[src/rtl/mux4to1_5b_sync_pkg.sv]
// Shared select encoding for the small datapath muxes.
package mux4to1_5b_sync_pkg;

  // 2-bit operand select; all four codes are legal.
  typedef logic [1:0] sel_t;

  localparam sel_t SEL_I0 = 2'd0;
  localparam sel_t SEL_I1 = 2'd1;
  localparam sel_t SEL_I2 = 2'd2;
  localparam sel_t SEL_I3 = 2'd3;

  // One-hot form of a select code: bit k set when operand Ik is chosen.
  function automatic logic [3:0] sel_onehot(input sel_t sel);
    return 4'b0001 << sel;
  endfunction

endpackage

[src/rtl/mux4to1_5b_sync_if.sv]
// Operand/select bundle and registered result of the 4:1 select register.
interface mux4to1_5b_sync_if #(
  parameter int WIDTH = 5
);
  import mux4to1_5b_sync_pkg::*;

  logic             en;
  sel_t             s;
  logic [WIDTH-1:0] I0;
  logic [WIDTH-1:0] I1;
  logic [WIDTH-1:0] I2;
  logic [WIDTH-1:0] I3;
  logic [WIDTH-1:0] o;
  logic             o_valid;
  logic [3:0]       sel_oh;

  // Source of operands and select; consumer of the registered result.
  modport master (
    output en, s, I0, I1, I2, I3,
    input  o, o_valid, sel_oh
  );

  // The select register itself.
  modport slave (
    input  en, s, I0, I1, I2, I3,
    output o, o_valid, sel_oh
  );

endinterface

[src/rtl/mux4to1_5b_sync_comb.sv]
// Pure WIDTH-bit 4:1 selector, no state.
module mux4to1_5b_comb
  import mux4to1_5b_sync_pkg::*;
#(
  parameter int WIDTH = 5
) (
  input  sel_t             s,
  input  logic [WIDTH-1:0] I0,
  input  logic [WIDTH-1:0] I1,
  input  logic [WIDTH-1:0] I2,
  input  logic [WIDTH-1:0] I3,
  output logic [WIDTH-1:0] y
);

  // Full decode of the select: every code maps to an operand.
  always_comb begin
    // NOTE: default assignment first so no path through the block leaves y unassigned (no latch).
    y = '0;
    case (s)
      SEL_I0: y = I0;
      SEL_I1: y = I1;
      SEL_I2: y = I2;
      SEL_I3: y = I3;
    endcase
  end

endmodule

[src/rtl/mux4to1_5b_sync.sv]
// Registered 4:1 operand select with validity flag and one-hot select echo.
module mux4to1_5b_sync
  import mux4to1_5b_sync_pkg::*;
#(
  parameter int               WIDTH     = 5,
  parameter logic [WIDTH-1:0] RESET_VAL = '0
) (
  input  logic                   clk,
  input  logic                   rst_n,
  mux4to1_5b_sync_if.slave       bus
);

  logic [WIDTH-1:0] sel_data;

  mux4to1_5b_comb #(
    .WIDTH (WIDTH)
  ) u_sel (
    .s  (bus.s),
    .I0 (bus.I0),
    .I1 (bus.I1),
    .I2 (bus.I2),
    .I3 (bus.I3),
    .y  (sel_data)
  );

  // Output register: reset clears, enable captures operand and select together, else hold.
  always_ff @(posedge clk) begin
    // NOTE: rst_n is only looked at on the clock edge (synchronous reset), and state uses <= so all
    // three outputs update from the same pre-edge values.
    if (!rst_n) begin
      bus.o       <= RESET_VAL;
      bus.o_valid <= 1'b0;
      bus.sel_oh  <= 4'b0000;
    end else if (bus.en) begin
      bus.o       <= sel_data;
      bus.o_valid <= 1'b1;
      bus.sel_oh  <= sel_onehot(bus.s);
    end
  end

endmodule

[src/flat_wrapper.sv]
// flat-port wrapper written by rule: the top's interface ports become plain ports
module mux4to1_5b_sync_flat import mux4to1_5b_sync_pkg::*;
#(
  parameter int               WIDTH     = 5,
  parameter logic [WIDTH-1:0] RESET_VAL = '0
)
  (clk, rst_n, bus_en, bus_s, bus_I0, bus_I1, bus_I2, bus_I3, bus_o, bus_o_valid, bus_sel_oh);
  mux4to1_5b_sync_if #(.WIDTH(WIDTH)) bus_i ();
  input  logic clk;
  input  logic rst_n;
  input wire logic [$bits(bus_i.en)-1:0] bus_en;
  input wire logic [$bits(bus_i.s)-1:0] bus_s;
  input wire logic [$bits(bus_i.I0)-1:0] bus_I0;
  input wire logic [$bits(bus_i.I1)-1:0] bus_I1;
  input wire logic [$bits(bus_i.I2)-1:0] bus_I2;
  input wire logic [$bits(bus_i.I3)-1:0] bus_I3;
  output wire logic [$bits(bus_i.o)-1:0] bus_o;
  output wire logic [$bits(bus_i.o_valid)-1:0] bus_o_valid;
  output wire logic [$bits(bus_i.sel_oh)-1:0] bus_sel_oh;
  assign bus_i.en = bus_en;
  assign bus_i.s = bus_s;
  assign bus_i.I0 = bus_I0;
  assign bus_i.I1 = bus_I1;
  assign bus_i.I2 = bus_I2;
  assign bus_i.I3 = bus_I3;
  assign bus_o = bus_i.o;
  assign bus_o_valid = bus_i.o_valid;
  assign bus_sel_oh = bus_i.sel_oh;
  mux4to1_5b_sync #(.WIDTH(WIDTH), .RESET_VAL(RESET_VAL)) u_core (.clk(clk), .rst_n(rst_n), .bus(bus_i));
endmodule
[config.mk]
export PLATFORM = sky130hd
export DESIGN_NAME = mux4to1_5b_sync_flat
export DESIGN_NICKNAME = d
export VERILOG_FILES = /design/src/rtl/mux4to1_5b_sync_pkg.sv /design/src/rtl/mux4to1_5b_sync_if.sv /design/src/rtl/mux4to1_5b_sync_comb.sv /design/src/rtl/mux4to1_5b_sync.sv /design/src/flat_wrapper.sv
export SDC_FILE = /design/constraint.sdc
export NUM_CORES = 1
export LEC_CHECK = 0
export CAP_MARGIN = 0
export CORE_ASPECT_RATIO = 0.9
export CORE_UTILIZATION = 33
export CTS_CLUSTER_SIZE = 24
export DETAILED_ROUTE_END_ITERATION = 8
export GPL_ROUTABILITY_DRIVEN = 1
export PLACE_DENSITY = 0.83
export SYNTH_ARGS = -nofsm -noshare
export SYNTH_HDL_FRONTEND = slang
export SYNTH_SLANG_ARGS = --single-unit
[constraint.sdc]
create_clock -name clk -period 0.95 [get_ports clk]
set_input_delay 0.1425 -clock clk [delete_from_list [all_inputs] [get_ports clk]]
set_output_delay 0.1425 -clock clk [all_outputs]
set_load 0.02 [all_outputs]
==> Flow_metrics.wiki, run 1 <==
== Run summary ==
{| class="wikitable"
! Metric !! Value
|-
| Result of the run || finished, violations left
|-
| Violated checks || DRC
|-
| Post-route worst setup slack || 0.03102 ns
|-
| Clock Sink Count || 10
|-
| Tool warnings || 26
|-
| Worst setup EP type || primary output
|-
| Maximum clock insertion buffer count || 2
|-
| Last weighted congestion value of the routability-driven placer || 0.7133
|-
| Combined buffer and inverter count along the critical path || 1
|-
| Placeable core area || 1448 sq um
|-
| Number of instances in the placed design || 105
|-
| Cell depth of the worst min-delay path || 3
|-
| Placed wire-length estimate after detailed placement || 1.036 mm
|-
| Starting utilization of the core area || 0.3561
|-
| Min-Delay Path Class || primary input to flop
|-
| Initial antenna violation count || 0
|-
| Min Tclk post-route || 0.9190 ns
|-
| Clock transition time at the flip-flop clock pins of the worst setup and hold paths || 0.06 ns
|-
| Drt total wl || 1.318 mm
|-
| Drc violations || 1
|-
| Worst reg-to-reg path cell count || 3
|-
| Number of diodes || 0
|-
| Clock tree from TritonCTS || built
|-
| Utilization of the core after routing || 0.6335
|-
| Critical path's top delay family || flip-flops
|-
| Wire length of the first global-routing pass || 2.070 mm
|-
| Cell internal power dissipation || 0.0008490 W
|-
| Overall die width || 43.66 microns
|-
| Combinational gate area || 290.3 sq um
|-
| CTS Buf Count || 3
|-
| Critical Setup Path Class || flop to primary output
|-
| Number of global-route vias before repair || 502
|-
| Net total in the final layout || 120
|-
| Power dissipated by switching net loads || 0.0002809 W
|-
| Flops after synth || 10
|-
| R2R Path End || u_core.bus.sel_oh[0]$_SDFFE_PN0P_
|-
| Leakage || 0.4082 nW
|-
| Post-place instance area || 909.6 sq um
|-
| YS chip area || 515.5 sq um
|-
| Top FF cell, synth || dfxtp_1
|}
run 1: sequential cells by signal, indices dropped and copies added (netlist names):
signal	count
u_core.bus.sel_oh	4
u_core.bus.o	5
u_core.bus.o_valid	1
run 1: metal layers:
metal / GRT usage / wire length (microns)
met3: 0.04147 / 106
met1: 0.1989 / 569
met5: 0 / 0
met2: 0.2910 / 643
met4: 0.07031 / 0
run 1: repair_timing:
item,4_1_cts,5_1_grt
cloned,0,0
endpoints found under the hold margin,0,0
buffers inserted,0,0
pin swaps,2,0
resized,48,3
setup endpoints to repair,16,3
run 1: layout by cell type (no fill, tap or decap):
cell             netlist  final
buf_6                  2      2
clkbuf_8               0      1
or3b_1                 1      1
clkbuf_4               0      3
a21oi_1                3      3
buf_4                  0     10
a21oi_2                1      1
o221ai_2               0      1
nand3b_1               8      8
dlygate4sd2_1          0      4
nor2_1                 2      2
o221ai_1               5      4
clkdlybuf4s50_1        0     20
mux2i_1               10     10
nand2b_1               4      4
buf_2                  1      7
inv_1                  1      1
nand3_1                2      1
nand3_2                0      1
dfxtp_1               10     10
run 1: logic make-up after synthesis:
family / after synthesis / synth area share
flops: 10 / 0.3883
mux: 10 / 0.1942
buf+inv: 5 / 0.07036
compound gates: 9 / 0.1311
simple gates: 17 / 0.2160
run 1: power groups by stage:
stage	registers, W	clock network, W	logic [W]
final	0.000460	0.000382	0.000288
after global routing	0.000462	0.000412	0.000307
after CTS	0.000459	0.000389	0.000286
after detailed placement	0.000468	0	0.000307
after global placement	0.000468	0	0.000301
after floorplan	0.000499	0	0.0000925
run 1: cell type report:
cell class | count | area share
repair buffers | 43 | 0.4011
multi-input cells | 36 | 0.3165
well taps | 15 | 0.02046
clock buffers | 4 | 0.03956
inverters | 1 | 0.004093
flip-flops and latches | 10 | 0.2183
==> run_1/port_nets.png <==
(6 px per micron)
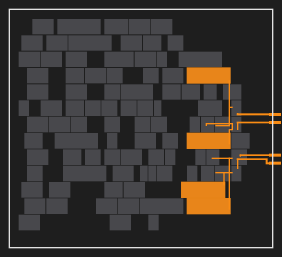
[orange] `bus_sel_oh` | direction: output | edge: right | end cells: 4 | buffers: 4 | wire: 59.9 microns

==> run_1/pins.png <==
(12 px per micron) Pins as bars across the die edge, other pins in grey.
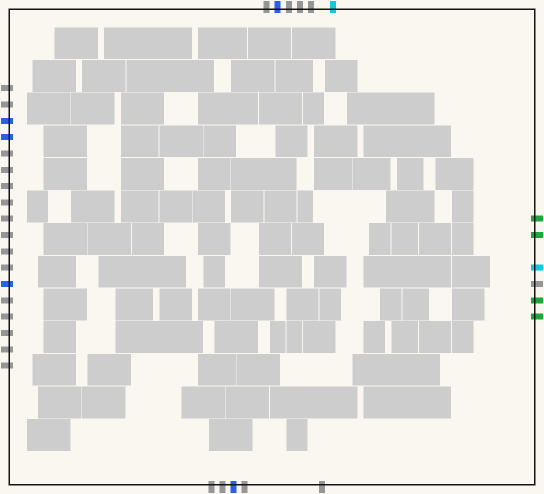
[green] `bus_sel_oh` | pins: 4 | direction: output | edge: right
[cyan] `bus_s` | pins: 2 | direction: input | edge: 1 top, 1 right
[blue] `bus_I3` | pins: 5 | direction: input | edge: 3 left, 1 bottom, 1 top
all pins by edge: 18 left, 6 top, 6 right, 5 bottom

==> run_1/final_placement.png <==
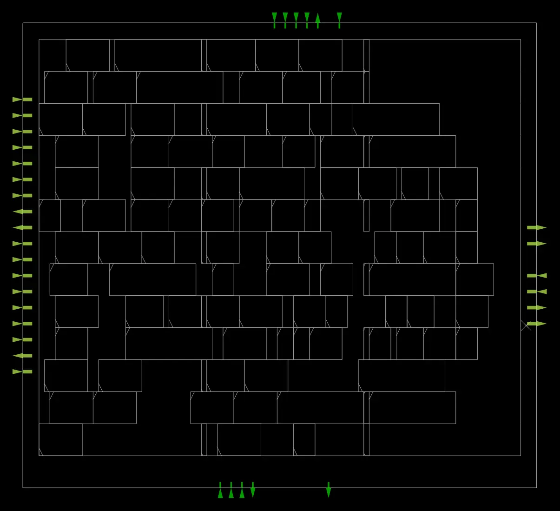
number of filler instances in the final layout: 123
Flops: 10
Tap Count: 15

==> run 2: changes to the inputs <==
- CORE_UTILIZATION: 33 -> 30
- PLACE_DENSITY: 0.83 -> 0.79
- clock period: 0.95 -> 0.8 ns (I/O delays scaled with it)
==> run_2/port_nets.png <==
(6 px per micron)
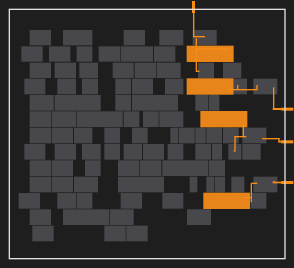
[orange] `bus_sel_oh` | direction: output | edge: 3 right, 1 top | end cells: 4 | buffers: 4 | wire: 45.7 microns

==> Flow_metrics.wiki, run 2 <==
== Run summary ==
{| class="wikitable"
! Metric !! Value
|-
| Placed wire-length estimate after detailed placement || 1.015 mm
|-
| Last weighted congestion value of the routability-driven placer || 0.6768
|-
| Worst setup EP type || primary output
|-
| Main combinational cell family by area after synthesis || simple AND/OR/NAND/NOR gates
|-
| Combined buffer and inverter count along the critical path || 1
|-
| Biggest regs || u_core.bus.o x5, u_core.bus.sel_oh x4, u_core.bus.o_valid x1
|-
| Most frequent cells in the layout || clkdlybuf4s50_1, buf_6, mux2i_1, dfxtp_2
|-
| Most Crowded Layer GR || met2
|-
| Drt total wl || 1.292 mm
|-
| Number of instances in the placed design || 111
|-
| Result of the run || finished, violations left
|-
| Flops after synth || 10
|-
| Total setup violations reported at the end of the flow || 10
|-
| Clock tree from TritonCTS || built
|-
| Net total in the final layout || 120
|-
| Post-route worst setup slack || -0.04606 ns
|-
| Met2 track demand over resource in global routing || 0.2964
|-
| Violated checks || setup timing
|-
| R2R Path End || u_core.bus.sel_oh[0]$_SDFFE_PN0P_
|-
| Worst reg-to-reg path cell count || 3
|-
| Cell depth of the worst min-delay path || 3
|-
| Met3 Track Usage GR || 0.08621
|-
| Multiplexer share || 0.1942
|}
run 2: netlist changes by cell type in the layout (fill, tap and decap cells not counted):
cell	delta
buf_4	-2
or3b_1	-1
dfxtp_2	+10
buf_6	+9
dfxtp_1	-10
or3b_4	+1
buf_2	-7
run 2: layout make-up:
type                       instances  area (sq um)
sequential                        10         212.7
clock buffer                       4         36.28
inverter                           1         3.754
tap                               22         27.53
fill                             140         536.8
multi-input combinational         36         292.8
timing repair buffer              43         419.2
run 2: routing by layer:
layer | vias to the layer above | wire length [microns]
li1 | 274 | -
met5 | - | 0
met1 | 240 | 504
met2 | 26 | 682
met4 | 0 | 0
met3 | 0 | 105
run 2: worst min-delay path by stage:
stage | slack (ns) | endpoint
after floorplan | 0.28 | u_core.bus.sel_oh[2]$_SDFFE_PN0P_
after global placement | 0.45 | u_core.bus.sel_oh[1]$_SDFFE_PN0P_
after detailed placement | 0.46 | u_core.bus.sel_oh[1]$_SDFFE_PN0P_
after CTS | 0.35 | u_core.bus.sel_oh[0]$_SDFFE_PN0P_
after global routing | 0.37 | u_core.bus.sel_oh[0]$_SDFFE_PN0P_
final | 0.37 | u_core.bus.sel_oh[0]$_SDFFE_PN0P_
run 2: timing repair:
action,4_1_cts,5_1_grt
resized,76,2
endpoints found under the setup margin,20,12
pin swaps,2,2
buffers inserted,1,0
run 2: report_power, final:
group	internal, W	leakage (nW)	switching, W	total (W)
Clock	0.000277	0.0210	0.000193	0.000470
Combinational	0.000233	0.314	0.000135	0.000368
Sequential	0.000535	0.0860	0.0000220	0.000557
Total	0.00105	0.421	0.000350	0.00140
run 2: tightest hold or removal path, cell delays in order:
cell,delay (ns)
dlygate4sd2_1,0.28
or3b_4,0.16
a21oi_2,0.04
==> run 3: changes to the inputs <==
- CORE_UTILIZATION: 30 -> 31
- PLACE_DENSITY: 0.79 -> 0.81
- SYNTH_HIERARCHICAL: unset -> 1
==> run_3/final_placement.png <==
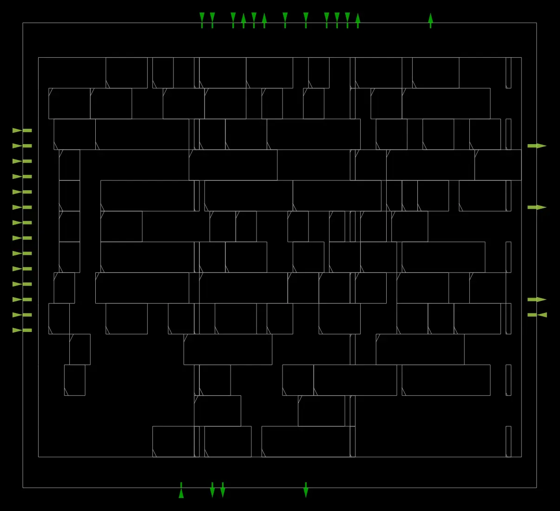
Tap Count: 22
standard-cell row count: 13
tally of non-filler cells in the final layout: 104

==> Flow_metrics.wiki, run 3 <==
== Run summary ==
{| class="wikitable"
! Metric !! Value
|-
| Drt total wl || 1.187 mm
|-
| Last weighted congestion value of the routability-driven placer || 0.6889
|-
| Total setup violations reported at the end of the flow || 10
|-
| Number of setup buffers added after CTS || 2
|-
| Min Tclk post-route || 0.8197 ns
|-
| Most frequent logic cell in the layout || clkbuf_2
|-
| YS chip area || 528.0 sq um
|-
| Synth unique cells || 13
|-
| Biggest regs || u_core/bus.o x5, u_core/bus.sel_oh x4, u_core/bus.o_valid x1
|-
| Area growth from synthesis to layout || 71.33%
|-
| Clock transition time at the flip-flop clock pins of the worst setup and hold paths || 0.06 ns
|-
| R2R Path End || u_core/bus.sel_oh[0]$_SDFFE_PN0P_
|-
| Drc violations || 0
|-
| Top FF cell, synth || dfxtp_1
|-
| Worst reg-to-reg path cell count || 2
|-
| Main combinational cell family by area after synthesis || multiplexers
|-
| Placeable core area || 1513 sq um
|-
| Number of instances in the placed design || 99
|-
| Simple-Gate Fraction of Synth Area || 0.2038
|-
| Tool warnings || 29
|-
| Flops after synth || 10
|-
| Overall die width || 45.50 microns
|-
| Critical Setup Path Class || flop to primary output
|-
| Post-route worst setup slack || -0.01968 ns
|-
| Clock Sink Count || 10
|-
| Largest register by flop count || u_core/bus.o
|-
| Adder Area Share || 0
|-
| Wire length of the first global-routing pass || 1.656 mm
|-
| Combined buffer and inverter count along the critical path || 1
|-
| Maximum operating frequency || 1220 MHz
|-
| Number of global-route vias before repair || 436
|-
| Area fraction in compound gates || 0.02844
|-
| Net total in the final layout || 109
|-
| Placed wire-length estimate after detailed placement || 914.1 microns
|-
| Number of filler instances in the final layout || 144
|-
| Min-Delay Path Class || primary input to flop
|-
| Post-CTS sizing || 101
|-
| Critical path's top delay family || flip-flops
|-
| Result of the run || finished, violations left
|-
| Number of flip-flops under the largest register name || 5
|-
| Number of diodes || 0
|-
| Starting utilization of the core area || 0.3490
|-
| Multiplexer share || 0.3081
|-
| Clock tree from TritonCTS || built
|-
| Initial antenna violation count || 0
|-
| Most frequent cells in the layout || clkbuf_2, buf_6, dfxtp_2
|-
| Violated checks || setup timing
|}
run 3: through the flow:
stage                     setup TNS, ns    util
after floorplan                 -0.9462       -
final                           -0.1423  0.5980
after global placement           -7.773  0.5972
after CTS                       -0.5393  0.6261
after global routing            -0.3824  0.5980
after detailed placement         -7.965  0.5972
run 3: area by class of cell:
type	count	area [sq um]	share of cell area
Sequential cell	10	212.7	0.2351
Tap cell	22	27.53	0.03043
Multi-Input combinational cell	28	285.3	0.3154
Clock buffer	3	22.52	0.02490
Timing Repair Buffer	41	356.6	0.3942
run 3: where the power goes:
part,switching (W),leakage (nW),internal (W)
sequential,0.0000214,0.0860,0.000535
combinational,0.000125,0.316,0.000218
clock,0.000148,0.0138,0.000173
total,0.000295,0.416,0.000926
run 3: worst min path at each step:
stage / from / end / slack [ns] / cells past startpoint
floorplan: rst_n / u_core/bus.o[0]$_SDFFE_PN0P_ / 0.25 / 1
finish: bus_s[1] / u_core/bus.sel_oh[3]$_SDFFE_PN0P_ / 0.33 / 4
CTS: bus_en / u_core/bus.o_valid$_SDFFE_PN0P_ / 0.41 / 3
global placement: u_core/bus.o_valid$_SDFFE_PN0P_ / u_core/bus.o_valid$_SDFFE_PN0P_ / 0.44 / 1
global route: bus_s[1] / u_core/bus.sel_oh[3]$_SDFFE_PN0P_ / 0.36 / 4
detailed placement: u_core/bus.o_valid$_SDFFE_PN0P_ / u_core/bus.o_valid$_SDFFE_PN0P_ / 0.44 / 1
run 3: metal layers:
metal	track usage	up-vias	share of wire	wire length, microns
met3	0.02203	4	0.069	82
li1	-	236	-	-
met1	0.1481	220	0.38	448
met4	0.06818	0	0.041	49
met5	0	-	0	0
met2	0.2250	22	0.51	606

==> notes/layouts.md <==
Pictures saved along the way, in no particular order.

Drive-strength map.
Plate I
(10 px per micron)
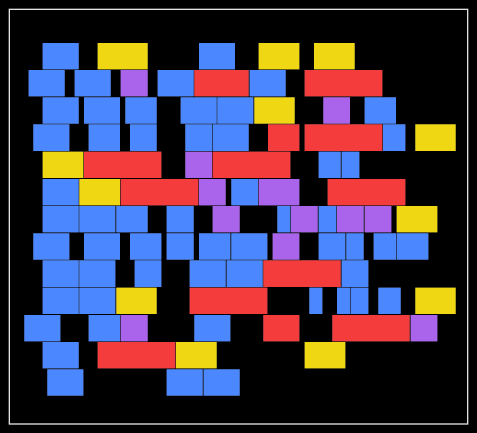
Plate II
(10 px per micron)
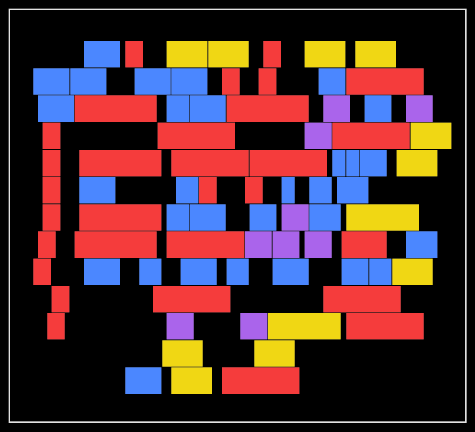
Plate III
(12 px per micron)
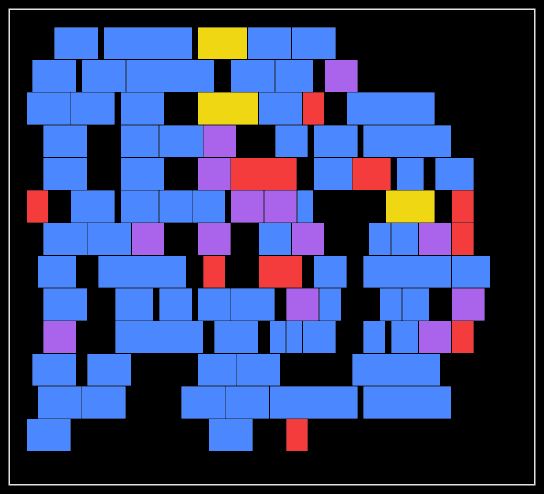
- Plate II = run 3
- Plate I = run 2
- Plate III = run 1

Key to Plate I:
[blue] drive 1 or less | cells: 57 | most used: clkdlybuf4s50_1
[red] drive 2 | cells: 13 | most used: dfxtp_2
[purple] drive 3 to 4 | cells: 12 | most used: buf_4
[yellow] drive 6 and up | cells: 12 | most used: buf_6

No activity file was given, so power comes from the tool's default toggle rates.
